run_1/m1.png
Scale: 6 px per um.
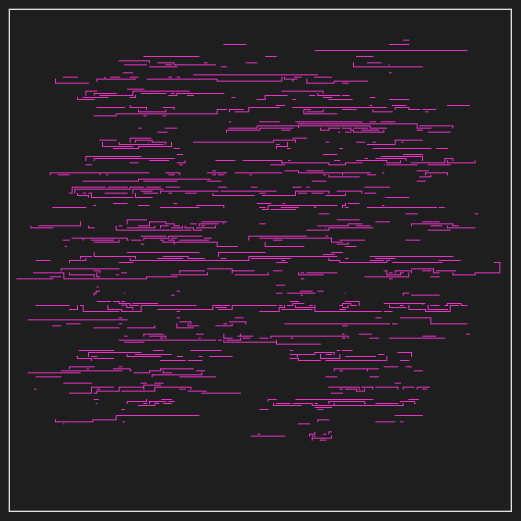
run_1/congestion_map.png
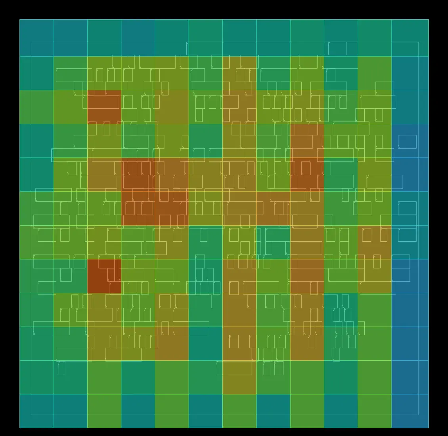
run_1/class_map.png
Scale: 4 px per um.
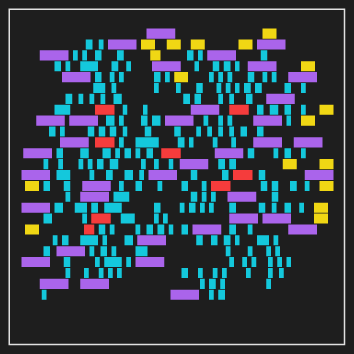
## src/rtl/uart_pkg.sv

```systemverilog
// Shared UART definitions: parity modes, receiver FSM states and
// the majority-vote / parity helpers used by rx and tx.
package uart_pkg;

    localparam int OVERSAMPLE = 16;

    localparam int PAR_NONE = 0;
    localparam int PAR_EVEN = 1;
    localparam int PAR_ODD  = 2;

    typedef enum logic [2:0] {
        S_IDLE,
        S_START,
        S_DATA,
        S_PARITY,
        S_STOP1,
        S_STOP2
    } uart_state_t;

    function automatic logic maj3(input logic [2:0] s);
        return (s[0] & s[1]) | (s[0] & s[2]) | (s[1] & s[2]);
    endfunction

    function automatic logic par_bit(input logic [8:0] d, input int mode);
        return (^d) ^ (mode == PAR_ODD);
    endfunction

endpackage

```

## src/rtl/uart_baud_gen.sv

```systemverilog
// Oversample tick generator: one clk-wide tick every DIV clocks.
// With DIV=1 the tick is permanently high.
module uart_baud_gen #(
    parameter int CLK_FREQ   = 1_600_000,
    parameter int BAUD       = 100_000,
    parameter int OVERSAMPLE = 16
) (
    input  logic clk,
    input  logic reset,
    output logic tick
);

    localparam int DIV = CLK_FREQ / (BAUD * OVERSAMPLE);
    localparam int W   = (DIV > 1) ? $clog2(DIV) : 1;

    logic [W-1:0] cnt;

    assign tick = (cnt == W'(DIV - 1));

    always_ff @(posedge clk) begin
        if (reset) begin
            cnt <= '0;
        end else if (tick) begin
            cnt <= '0;
        end else begin
            cnt <= cnt + 1'b1;
        end
    end

endmodule

```

## src/rtl/uart_rx_cfg.sv

```systemverilog
// Configurable UART receiver: 16x oversampling, 3-sample majority vote,
// parity/framing/overrun detection and a valid/ready output stage.
module uart_rx_cfg #(
    parameter int CLK_FREQ   = 1_600_000,
    parameter int BAUD       = 100_000,
    parameter int DATA_BITS  = 8,
    parameter int PARITY     = 0,
    parameter int STOP_BITS  = 1,
    parameter int OVERSAMPLE = 16
) (
    input  logic                 clk,
    input  logic                 reset,
    input  logic                 rx,
    output logic [DATA_BITS-1:0] data,
    output logic                 valid,
    input  logic                 ready,
    output logic                 parity_err,
    output logic                 frame_err,
    output logic                 overrun,
    output logic                 busy
);
    import uart_pkg::*;

    localparam int BCW = $clog2(DATA_BITS + 1);

    uart_state_t          state, state_n;
    logic                 tick;
    logic                 rx_m, rx_s;
    logic [3:0]           scnt;
    logic [1:0]           samp;
    logic [BCW-1:0]       bcnt;
    logic [DATA_BITS-1:0] shreg;
    logic                 armed, perr_acc, ferr_acc;
    logic                 sbit, at9, start, last_bit, ferr_n, commit;

    uart_baud_gen #(
        .CLK_FREQ  (CLK_FREQ),
        .BAUD      (BAUD),
        .OVERSAMPLE(OVERSAMPLE)
    ) u_baud (
        .clk  (clk),
        .reset(reset),
        .tick (tick)
    );

    always_comb begin
        sbit     = maj3({samp, rx_s});
        at9      = tick && (scnt == 4'd9);
        start    = (state == S_IDLE) && armed && !rx_s;
        last_bit = (bcnt == BCW'(DATA_BITS - 1));
        ferr_n   = ferr_acc | !sbit;
        commit   = at9 && (((state == S_STOP1) && (STOP_BITS == 1))
                   || (state == S_STOP2));
        busy     = (state != S_IDLE) && (state != S_START);
    end

    always_ff @(posedge clk) begin
        if (reset) begin
            state <= S_IDLE;
        end else begin
            state <= state_n;
        end
    end

    always_comb begin
        state_n = state;
        unique case (state)
            S_IDLE:   if (start) state_n = S_START;
            S_START:  if (at9) state_n = sbit ? S_IDLE : S_DATA;
            S_DATA:   if (at9 && last_bit)
                          state_n = (PARITY == PAR_NONE) ? S_STOP1 : S_PARITY;
            S_PARITY: if (at9) state_n = S_STOP1;
            S_STOP1:  if (at9) state_n = (STOP_BITS == 2) ? S_STOP2 : S_IDLE;
            S_STOP2:  if (at9) state_n = S_IDLE;
            default:  state_n = S_IDLE;
        endcase
    end

    always_ff @(posedge clk) begin
        if (reset) begin
            rx_m       <= 1'b1;
            rx_s       <= 1'b1;
            scnt       <= '0;
            samp       <= '0;
            bcnt       <= '0;
            shreg      <= '0;
            armed      <= 1'b0;
            perr_acc   <= 1'b0;
            ferr_acc   <= 1'b0;
            data       <= '0;
            valid      <= 1'b0;
            parity_err <= 1'b0;
            frame_err  <= 1'b0;
            overrun    <= 1'b0;
        end else begin
            rx_m    <= rx;
            rx_s    <= rx_m;
            overrun <= 1'b0;
            if (tick) scnt <= scnt + 4'd1;
            if (start) scnt <= '0;
            if (tick && scnt == 4'd7) samp[0] <= rx_s;
            if (tick && scnt == 4'd8) samp[1] <= rx_s;
            // Re-arm only after a high sample, so a held break cannot retrigger.
            if (state == S_IDLE && tick && rx_s) armed <= 1'b1;
            if (start) armed <= 1'b0;
            if (at9) begin
                case (state)
                    S_START: begin
                        bcnt     <= '0;
                        perr_acc <= 1'b0;
                        ferr_acc <= 1'b0;
                    end
                    S_DATA: begin
                        shreg <= {sbit, shreg[DATA_BITS-1:1]};
                        bcnt  <= last_bit ? '0 : bcnt + 1'b1;
                    end
                    S_PARITY: perr_acc <= (sbit != par_bit(9'(shreg), PARITY));
                    S_STOP1,
                    S_STOP2:  ferr_acc <= ferr_n;
                    default: ;
                endcase
            end
            if (commit && (!valid || ready)) begin
                data       <= shreg;
                parity_err <= perr_acc;
                frame_err  <= ferr_n;
                valid      <= 1'b1;
            end else if (commit) begin
                overrun <= 1'b1;
            end else if (valid && ready) begin
                valid <= 1'b0;
            end
        end
    end

endmodule

```

## config.mk

```make
export PLATFORM = sky130hd
export DESIGN_NAME = uart_rx_cfg
export DESIGN_NICKNAME = d
export VERILOG_FILES = /design/src/rtl/uart_pkg.sv /design/src/rtl/uart_baud_gen.sv /design/src/rtl/uart_rx_cfg.sv
export SDC_FILE = /design/constraint.sdc
export NUM_CORES = 1
export LEC_CHECK = 0
export ABC_AREA = 1
export CAP_MARGIN = 25
export CELL_PAD_IN_SITES_DETAIL_PLACEMENT = 1
export CELL_PAD_IN_SITES_GLOBAL_PLACEMENT = 1
export CORE_MARGIN = 2
export CORE_UTILIZATION = 29
export CTS_BUF_LIST = sky130_fd_sc_hd__clkbuf_2 sky130_fd_sc_hd__clkbuf_4 sky130_fd_sc_hd__clkbuf_8
export DETAILED_ROUTE_END_ITERATION = 10
export MAX_ROUTING_LAYER = met4
export PLACE_DENSITY = 0.65
export SLEW_MARGIN = 5
export SYNTH_ARGS = -nofsm -noshare
export SYNTH_HDL_FRONTEND = slang
export SYNTH_HIERARCHICAL = 1
export SYNTH_SLANG_ARGS = --single-unit
```

## constraint.sdc

```tcl
create_clock -name clk -period 3.6 [get_ports clk]
set_clock_uncertainty 0.15 [all_clocks]
set_input_delay 0.36 -clock clk [delete_from_list [all_inputs] [get_ports clk]]
set_output_delay 0.36 -clock clk [all_outputs]
set_load 0.02 [all_outputs]
```

==> impl_metrics.toml, run 1 <==
# synthesis and place-and-route metrics
[critical_path]
path_cells = "inv_2 > nand2_1 > clkdlybuf4s50_1"
cpMaxStageDelayCell = "clkdlybuf4s50_1"
arrival_ps = 1670
crit_fanout = 7
required_ps = 3090
path_buffers = 2
critPathTopFamily = "buffers and inverters"
start_kind = "flop"
crit_type = "reg2out"

[routing]
met1_length_um = 2130
wl_met3_um = 115
viasPerCell = 4.67
wire_per_inst_um = 12.1
finalWirelength_um = 4230
highest_layer = "met4"
ant_nets = 0
drt_drc_violations_left = 0
drtIter0Drc = 58
dr_wl_met2_um = 1920
vias = 1629
firstDrtPassIters = 4

[finish]
post-route-util = 0.357
final_cell_mix = "nand2_1, dfxtp_1, a21oi_1, inv_1, nand3_1"
final_area_sq_um = 2150
syn2layout_area_growth_pct = 17.5
antennaDiodeCount = 0
drive_gt1_frac = 0.102

[clock_tree]
clkLatencyLatePin_ps = 290
cts_inserted_buffers = 5
clkTransAtPathRegs_ps = 80
hold_buffers = 0
cts_buffer_depth = 2
post_cts_buffers = 0
postCtsResizedCells = 0
cts_tree = "done"
cts.sinks = 39
htreeDepth = 2

[synthesis]
top_cell_area_share = 0.427
synthArstFlopShare = 0
edf_count = 0
ys.flops = 39
syn_nets = 264
yosysTopAreaCell = "dfxtp_1"
postSynthSeqShare = 0.427
synth_cell_types = 25
yosys-top-cells-count = "nand2_1, dfxtp_1, a21oi_1, inv_1, nand3_1"
area_leaders = "dfxtp_1, nand2_1, a21oi_1, inv_1, nand3_1"
ys_cells = 256
synth_area_sq_um = 1830
syn_avg_cell_area_sq_um = 7.15
ys_warn_count = 6

[sta]
fin_crit_ps = 2180
layout_setup_ws_ps = 1420
fmax_mhz = 458
rsz0062_at_grt = "false"
drv_slew = 0
setup_viol_count_final = 0
whs_ps = 267
worst_slew_pin_slew_ps = 516
hold_viol_final = 0
final.setup.tns_ps = 0

[pwr]
clockPowerShare = 0.416
pwr_density_cell_nw_per_um2 = 376
p_leak_nw = 0.871
pwr-share-seq = 0.544
power_mw = 0.809
combPwrFrac = 0.040
switching_share = 0.221
ir_drop_v = 0.000178

[global_route]
antenna_found_initial = 0
grt.overflow.total = 0
grt_pass1_vias = 1613
grt_max_degree = 22
grt_first_pass_wirelength_um = 7410

[floorplan]
num_rows = 28
chipArea_sq_um = 6960
dieWidth_um = 83.4
pin_count = 17
fp_util = 0.304

[placement]
placed_area_sq_um = 2050
placed_cells = 341
gp_congestion = 0.734
hpwl_um = 3100
portBuffers = 16
dp_slack_ps = 1610

[flow_run]
cap_violations = 0
warnings = 28

[run_status]
status = "finished, final reports clean"
About m1.png:
main direction: horizontal
nets with wire on the layer: 263
longest straight run: 25.3 um

About congestion_map.png:
met2 usage: 0.215
M3 GR Usage: 0.0338
Top Usage Layer GRT: met2
met1 Track Usage GR: 0.167
Global Route Usage Sum: 0.134

About class_map.png:
legend:
  remaining logic cells:
    color: cyan
    cells: 210
    share_of_their_area: 49%
  registers:
    color: purple
    cells: 39
    share_of_their_area: 38%
  remaining buffers and delay cells:
    color: yellow
    cells: 17
    share_of_their_area: 8.2%
  clock drivers and dummy loads:
    color: red
    cells: 8
    share_of_their_area: 5.1%

## run 1: per-layer routing
layer | global-route usage | vias to the layer above
li1 | - | 847
met1 | 0.167 | 759
met2 | 0.215 | 15
met3 | 0.0338 | 8
met4 | 0.0396 | 0
met5 | - | -
## run 1: registers in the layout, summed over array words and instances, names as in the netlist, 2 cells and up
register,flops
bcnt,4
data,8
samp,2
scnt,4
shreg,8
state,3
## run 1: cell families after synthesis
logic type | count (synthesis) | share of synthesized area
flip-flops | 39 | 0.427
buffers and inverters | 42 | 0.0964
AND-OR/OR-AND | 50 | 0.139
other | 1 | 0.00205
adder cells (fa/ha/maj) | 4 | 0.0274
AND/OR/NAND/NOR | 117 | 0.294
XOR/XNOR | 3 | 0.0144
## run 1: final timing paths
| check | startpoint | endpoint | slack (ps) | cells after the start |
|---|---|---|---|---|
| min | rx_m$_SDFF_PP1_ | rx_s$_SDFF_PP1_ | 270 | 1 |
| min reg2reg | rx_m$_SDFF_PP1_ | rx_s$_SDFF_PP1_ | 270 | 1 |
| max | state[1]$_SDFFE_PP0P_ | busy | 1420 | 3 |
| max reg2reg | scnt[1]$_SDFFE_PP0P_ | data[3]$_SDFFE_PP0P_ | 1630 | 9 |
## run 1: cell type report
cell class	count	area, sq um
clock buffers	8	104
fillers	777	3880
inverters	35	131
multi-input cells	175	872
flip-flops and latches	39	781
well taps	75	93.8
repair buffers	17	168
## run 1: power groups by stage
stage / clock network, mW / logic [mW] / registers [mW]
global route: 0.371 / 0.0372 / 0.440
detailed placement: 0 / 0.0326 / 0.450
finish: 0.337 / 0.0321 / 0.440
CTS: 0.352 / 0.0329 / 0.440
floorplan: 0 / 0.0232 / 0.449
global placement: 0 / 0.0320 / 0.450
run_1/sizing.png
Scale: 4 px per um.
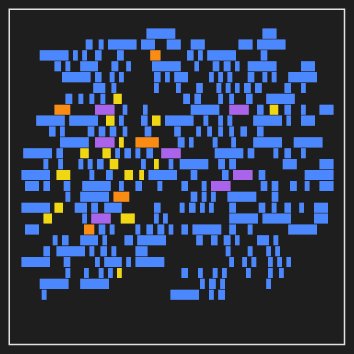

==> run 2, diff against run 1 <==
Settings changed: PLACE_DENSITY 0.65 to 0.67.
Clock period 3.6 ns to 1.9 ns, I/O delays scaled along.
run_2/sizing.png
Scale: 4 px per um.
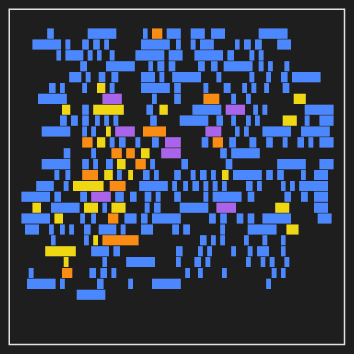
legend:
  x2:
    color: yellow
    cells: 23
    share: 8.2%
  x3 and x4:
    color: orange
    cells: 13
    share: 4.6%
  x1 and smaller:
    color: blue
    cells: 237
    share: 84%
  x6 and larger:
    color: purple
    cells: 8
    share: 2.8%

==> run 2 against run 1 <==
  * Critical path depth is 6 higher
  * Sequential power is about 90% higher
  * Largest cell class unchanged
  * Utilization is 1.6 points higher
  * Die size stayed put
  * Wire length is 3.3% higher
  * Clock power is 74% higher
  * Flip-flop count stayed put
  * Hold slack worse by 4.5 ps
  * Critical path type is now reg2reg
  * Global-route usage is 0.44 points higher
  * Non-clock buffer count is 8 higher
  * Critical endpoint is now parity_err$_SDFFE_PP0P_
  * Combinational power is 110% higher
  * Via count is 2.9% higher
==> impl_metrics.toml, run 2 <==
# synthesis and place-and-route metrics
[routing]
ant_nets = 0
finalWirelength_um = 4370
wire_per_inst_um = 12.3
dr_wl_met2_um = 2070
viasPerCell = 4.71
met1_length_um = 2150
vias = 1676
firstDrtPassIters = 4
highest_layer = "met4"
drtIter0Drc = 59
drt_drc_violations_left = 0
wl_met3_um = 107

[sta]
finalCritPeriodShare = 0.925
rsz0062_at_grt = "false"
setup_viol_count_final = 0
hold_viol_final = 0
final.setup.tns_ps = 0
fmax_mhz = 569
drv_slew = 0
fin_crit_ps = 1760
worst_slew_pin_slew_ps = 595
slew_headroom = 0.599

[global_route]
use_met3 = 0.0417
grt.overflow.total = 0
grt_util_met1 = 0.169
antenna_found_initial = 0
grt_pass1_vias = 1674
met2_usage = 0.226
busiest_layer = "met2"
grt_first_pass_wirelength_um = 7700
grt_max_degree = 21
track_usage = 0.138

[floorplan]
core_sq_um = 6030
fp_util = 0.304
dieWidth_um = 83.4
die_h_um = 83.4
pin_count = 17
chipArea_sq_um = 6960
num_rows = 28

[finish]
reg_top3 = "data x8, shreg x8"
fill_cells = 768
final_cell_mix = "nand2_1, dfxtp_1, inv_1, a21oi_1, nand3_1"
antennaDiodeCount = 0
drive_gt1_frac = 0.157
final_common_cell = "nand2_1"
final_nets = 289
syn2layout_area_growth_pct = 22.7

[clock_tree]
clkLatencyLatePin_ps = 290
clkTransAtPathRegs_ps = 80
htreeDepth = 2
cts.sinks = 39
cts_tree = "done"
cts-root-buf = "clkbuf_8"
postCtsResizedCells = 1
post_cts_buffers = 0
cts_buffer_depth = 2
hold_buffers = 0
cts_inserted_buffers = 5

[synthesis]
syn_avg_cell_area_sq_um = 7.15
syn-instance-count = 256
syn_nets = 264
ys_cells = 256
synth_top_cell_by_count = "nand2_1"
area_leaders = "dfxtp_1, nand2_1, a21oi_1, inv_1, nand3_1"
synth_cell_types = 25
synth_area_sq_um = 1830
yosys_area_sq_um = 1830
edf_count = 0
synthArstFlopShare = 0
ys.flops = 39
postSynthSeqShare = 0.427
yosysTopAreaCell = "dfxtp_1"
ys_warn_count = 6
top_cell_area_share = 0.427
synthFlopType = "dfxtp_1"
yosys-top-cells-count = "nand2_1, dfxtp_1, a21oi_1, inv_1, nand3_1"

[critical_path]
r2r_end = "parity_err$_SDFFE_PP0P_"
required_ps = 1980
crit_type = "reg2reg"
crit_path_end = "parity_err$_SDFFE_PP0P_"
regToRegStartpoint = "scnt[1]$_SDFFE_PP0P_"
worstSetupStartpoint = "scnt[1]$_SDFFE_PP0P_"
r2r_setup_slack_ps = 140
crit_fanout = 4
start_kind = "flop"
critPathCaptureType = "flop"
rr_worst_depth = 9
arrival_ps = 1840

[placement]
gp_congestion = 0.776
portBuffers = 16
hpwl_um = 3150

[run_status]
status = "finished, final reports clean"

[pwr]
combPwrFrac = 0.046
switching_share = 0.236
ir_drop_v = 0.000405
pwr-share-seq = 0.561
pwr_density_cell_nw_per_um2 = 663
p_leak_nw = 0.930
power_mw = 1.49
p_int_mw = 1.14
clockPowerShare = 0.393
p_sw_mw = 0.351

[worst_hold_path]
whs_path_depth = 1
holdCritStartpoint = "rx_m$_SDFF_PP1_"
min_to = "rx_s$_SDFF_PP1_"
holdCritPathClass = "reg2reg"

[flow_run]
warnings = 28
cap_violations = 0
run_2/closeup.png
Window x 8 to 33, y 50 to 75 um. Cells in gray, sequential cells in the stronger gray; small squares are vias.
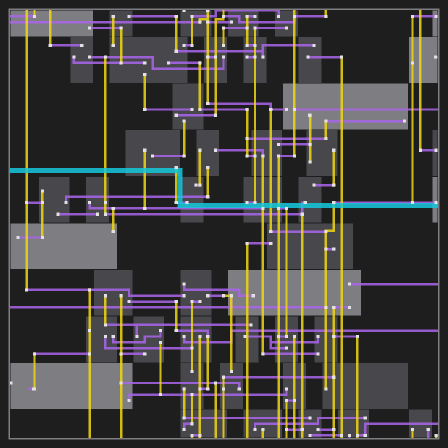
legend:
  M1:
    color: purple
  M2:
    color: yellow
  M3:
    color: cyan
cells with their middle in the window: 42
netlist names of flops here include: bcnt (3), state (2)
sequential cells in the window: 5
most frequent: nand2_1 (10), a21oi_1 (5)

[run 2: cell counts after synthesis]
Identical to the previous run, type by type.
[run 2: cell type report]
cell class	instances	area (sq um)	area share
Clock inverter	1	5.00	0.00223
Inverter	35	134	0.0596
Clock buffer	6	82.6	0.0368
Timing Repair Buffer	25	238	0.106
Sequential cell	39	785	0.349
Tap cell	75	93.8	0.0418
Multi-Input combinational cell	175	907	0.404
[run 2: cell families (layout without fill, tap and decap cells)]
| family | count (synthesis) | after routing | synth area share |
|---|---|---|---|
| DFF | 39 | 39 | 0.427 |
| buffers and inverters | 42 | 67 | 0.0964 |
| adders and majority gates | 4 | 4 | 0.0274 |
| other | 1 | 1 | 0.00205 |
| and+or+nand+nor | 117 | 117 | 0.294 |
| AOI/OAI and AO/OA | 50 | 50 | 0.139 |
| xor gates and xnor gates | 3 | 3 | 0.0144 |
[run 2: worst max-delay path: stages (launching register included)]
cell and delay (ps):
dfxtp_2 330, inv_2 90, ha_4 130, nand3_2 90, nor2_4 180, inv_4 60, nor3_4 270, buf_6 160
nand3_1 90, a21oi_1 150
[run 2: power groups by stage]
stage	sequential [mW]	combinational, mW	clock, mW
2_1_floorplan	0.851	0.0439	0
3_3_place_gp	0.852	0.0633	0
3_5_place_dp	0.852	0.0647	0
4_1_cts	0.833	0.0651	0.602
5_1_grt	0.836	0.0784	0.638
6_report	0.835	0.0687	0.585
[run 2: stage by stage]
stage	instances	hold WS [ps]	utilization	setup slack [ps]	cell area (sq um)
CTS	354	266	0.362	47.0	2180
detailed placement	347	246	0.347	198	2090
floorplan	256	144	-	367	1830
global route	356	270	0.373	27.9	2240
finish	356	263	0.373	143	2240
global placement	347	245	0.347	268	2090
run_2/m1.png
Scale: 6 px per um.
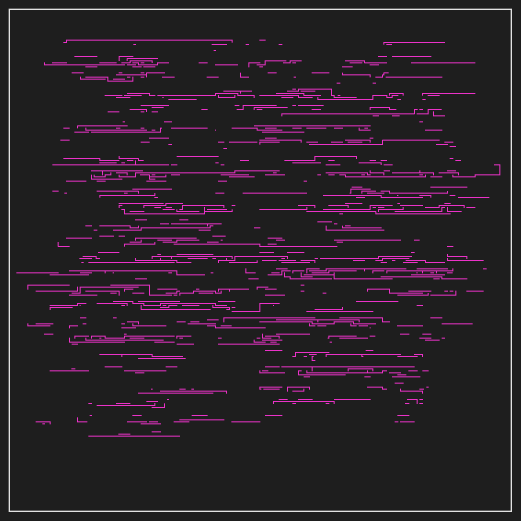

==> run 3, diff against run 2 <==
Settings changed: PLACE_DENSITY 0.67 to 0.65.
Clock period 1.9 ns to 1.7 ns, I/O delays scaled along.
run_3/m1.png
Scale: 6 px per um.
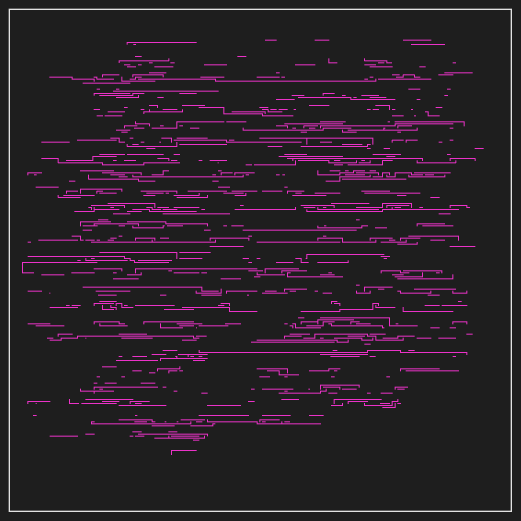
nets with wire on the layer: 275
wire length on this layer: 2270 um
longest straight run: 28.1 um
main direction: horizontal

==> run 3 against run 2 <==
  * First-iteration DRC count up 6.8%
  * Non-clock buffer count up 8
  * Clock-buffer cell count up 1
  * Flip-flop count unchanged
  * Global-route usage up 0.31 points
  * The flow now finishes with violations (setup timing)
==> impl_metrics.toml, run 3 <==
# synthesis and place-and-route metrics
[run_status]
status = "complete, but fails checks"
violations = "setup timing"

[worst_hold_path]
holdCritPathClass = "reg2reg"
holdCritStartpoint = "rx_m$_SDFF_PP1_"
whs_path_depth = 1
min_to = "rx_s$_SDFF_PP1_"

[routing]
viasPerCell = 4.63
vias = 1694
firstDrtPassIters = 4
finalWirelength_um = 4720
drtIter0Drc = 63
ant_nets = 0
wire_per_inst_um = 12.9
drt_drc_violations_left = 0

[synthesis]
top_cell_area_share = 0.427
ys_warn_count = 6
yosys_area_sq_um = 1830
syn_nets = 264
ys_sh_aoi = 0.139
synthArstFlopShare = 0
synthFlopType = "dfxtp_1"
syn_avg_cell_area_sq_um = 7.15
syn-instance-count = 256
synth_top_cell_by_count = "nand2_1"
ys_sh_simple = 0.294
synthAdderAreaFrac = 0.0274
edf_count = 0
muxShareOfSynthArea = 0
synth_cell_types = 25
postSynthSeqShare = 0.427
xor_share = 0.0144
area_leaders = "dfxtp_1, nand2_1, a21oi_1, inv_1, nand3_1"
yosysTopAreaCell = "dfxtp_1"
ys_top_logic_family = "simple AND/OR/NAND/NOR gates"
ys.flops = 39
synth_area_sq_um = 1830
ys_cells = 256
yosys-top-cells-count = "nand2_1, dfxtp_1, a21oi_1, inv_1, nand3_1"

[placement]
hpwl_um = 3160
placed_cells = 350
gp_congestion = 0.752
dp_slack_ps = 5.82
portBuffers = 16

[critical_path]
required_ps = 1780
crit_path_end = "data[3]$_SDFFE_PP0P_"
max_stage_delay_ps = 330
crit_type = "reg2reg"
regToRegStartpoint = "scnt[1]$_SDFFE_PP0P_"
rr_worst_depth = 10
critPathCaptureType = "flop"
cpMaxStageDelayCell = "dfxtp_2"
arrival_ps = 1830
start_kind = "flop"
worstSetupStartpoint = "scnt[1]$_SDFFE_PP0P_"
r2r_end = "data[3]$_SDFFE_PP0P_"
r2r_setup_slack_ps = -60
crit_fanout = 8
path_cells = "inv_2 > ha_4 > nand3_4 > nor2_4 > inv_4 > nor3_4 > buf_12 > buf_12 > nand3_4 > a21oi_2"

[floorplan]
pin_count = 17
die_h_um = 83.4
fp_util = 0.304
dieWidth_um = 83.4
chipArea_sq_um = 6960
num_rows = 28
core_sq_um = 6030

[global_route]
grt_first_pass_wirelength_um = 7880
grt.overflow.total = 0
grt_max_degree = 21
track_usage = 0.141
antenna_found_initial = 0
grt_pass1_vias = 1756

[flow_run]
warnings = 30
cap_violations = 0

[sta]
layout_setup_ws_ps = -56.4
drv_slew = 0
rsz0062_at_grt = "true"
whs_ps = 267
setup_viol_count_final = 9
fin_crit_ps = 1760
hold_viol_final = 0
fmax_mhz = 569
finalCritPeriodShare = 1.03

[pwr]
power_mw = 1.68
ir_drop_v = 0.000416
pwr_density_cell_nw_per_um2 = 682
p_leak_nw = 0.978

[clock_tree]
clkTransAtPathRegs_ps = 80
cts_inserted_buffers = 5
htreeDepth = 2
cts.sinks = 39
hold_buffers = 0
clkLatencyLatePin_ps = 290
cts_tree = "done"
cts_buffer_depth = 2
cts-root-buf = "clkbuf_8"

[finish]
syn2layout_area_growth_pct = 34.3
drive_gt1_frac = 0.254
antennaDiodeCount = 0
final_cells = 366
reg_top3 = "data x8, shreg x8"
final_common_cell = "nand2_1"
final_nets = 298
final_cell_mix = "nand2_1, dfxtp_1, inv_1, a21oi_1, clkdlybuf4s50_1"
run_3/closeup.png
Window x 8 to 33, y 50 to 75 um. Cells in gray, sequential cells in the stronger gray; small squares are vias.
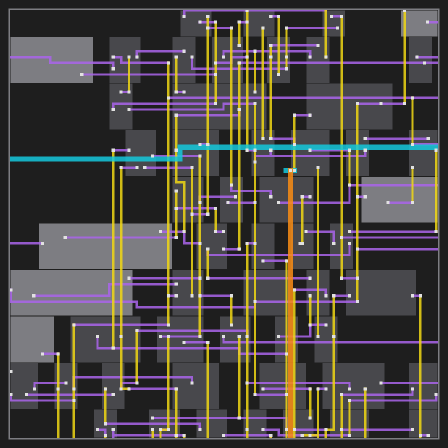
legend:
  M1:
    color: purple
  M2:
    color: yellow
  M3:
    color: cyan
  M4:
    color: orange
cells with their middle in the window: 52
most frequent: nand2_1 (10), a21oi_1 (6), buf_4 (6)
sequential cells in the window: 4
netlist names of flops here include: bcnt (3), state (1)

run 3: layer usage:
| layer | vias up | global-route usage | routed length, um |
|---|---|---|---|
| met5 | - | - | 0 |
| met4 | 0 | 0.0572 | 70 |
| met3 | 7 | 0.0268 | 108 |
| met2 | 14 | 0.236 | 2280 |
| met1 | 785 | 0.168 | 2270 |
| li1 | 888 | - | - |
run 3: critical path: cells and delay by family, from the launching register on:
kind	cells	cell delay, ps
AND-OR/OR-AND	1	140
adder cells (fa/ha/maj)	1	140
AND/OR/NAND/NOR	4	500
buffers and inverters	4	420
flip-flops	1	330
run 3: stage by stage:
step                      utilization  area (sq um)  TNS [ps]
after floorplan                     -          1830         0
after global placement          0.351          2110         0
after detailed placement        0.351          2110         0
after CTS                       0.366          2210     -67.5
after global routing            0.408          2460     -1230
final                           0.408          2460      -298
run 3: timing repair:
item	in CTS	in global routing
endpoints found under the setup margin	5	19
gates cloned	0	1
resized	3	46
pin swaps	0	15
buffers inserted	0	7
run 3: cells by family after synthesis:
kind of cell | count (synthesis)
xor gates and xnor gates | 3
AOI/OAI and AO/OA | 50
other | 1
and+or+nand+nor | 117
DFF | 39
buffers and inverters | 42
adders and majority gates | 4
run 3: cell type report:
type | count | area [sq um]
clock inverters | 1 | 5.00
well taps | 75 | 93.8
flip-flops and latches | 39 | 787
multi-input cells | 176 | 1040
repair buffers | 33 | 315
fillers | 750 | 3570
inverters | 35 | 134
clock buffers | 7 | 83.8
run 3: report_power, final:
part / internal [mW] / switching, mW
Combinational: 0.0378 / 0.0544
Sequential: 0.924 / 0.00769
Clock: 0.320 / 0.331
Total: 1.28 / 0.393
Power and IR drop assume default switching activity.
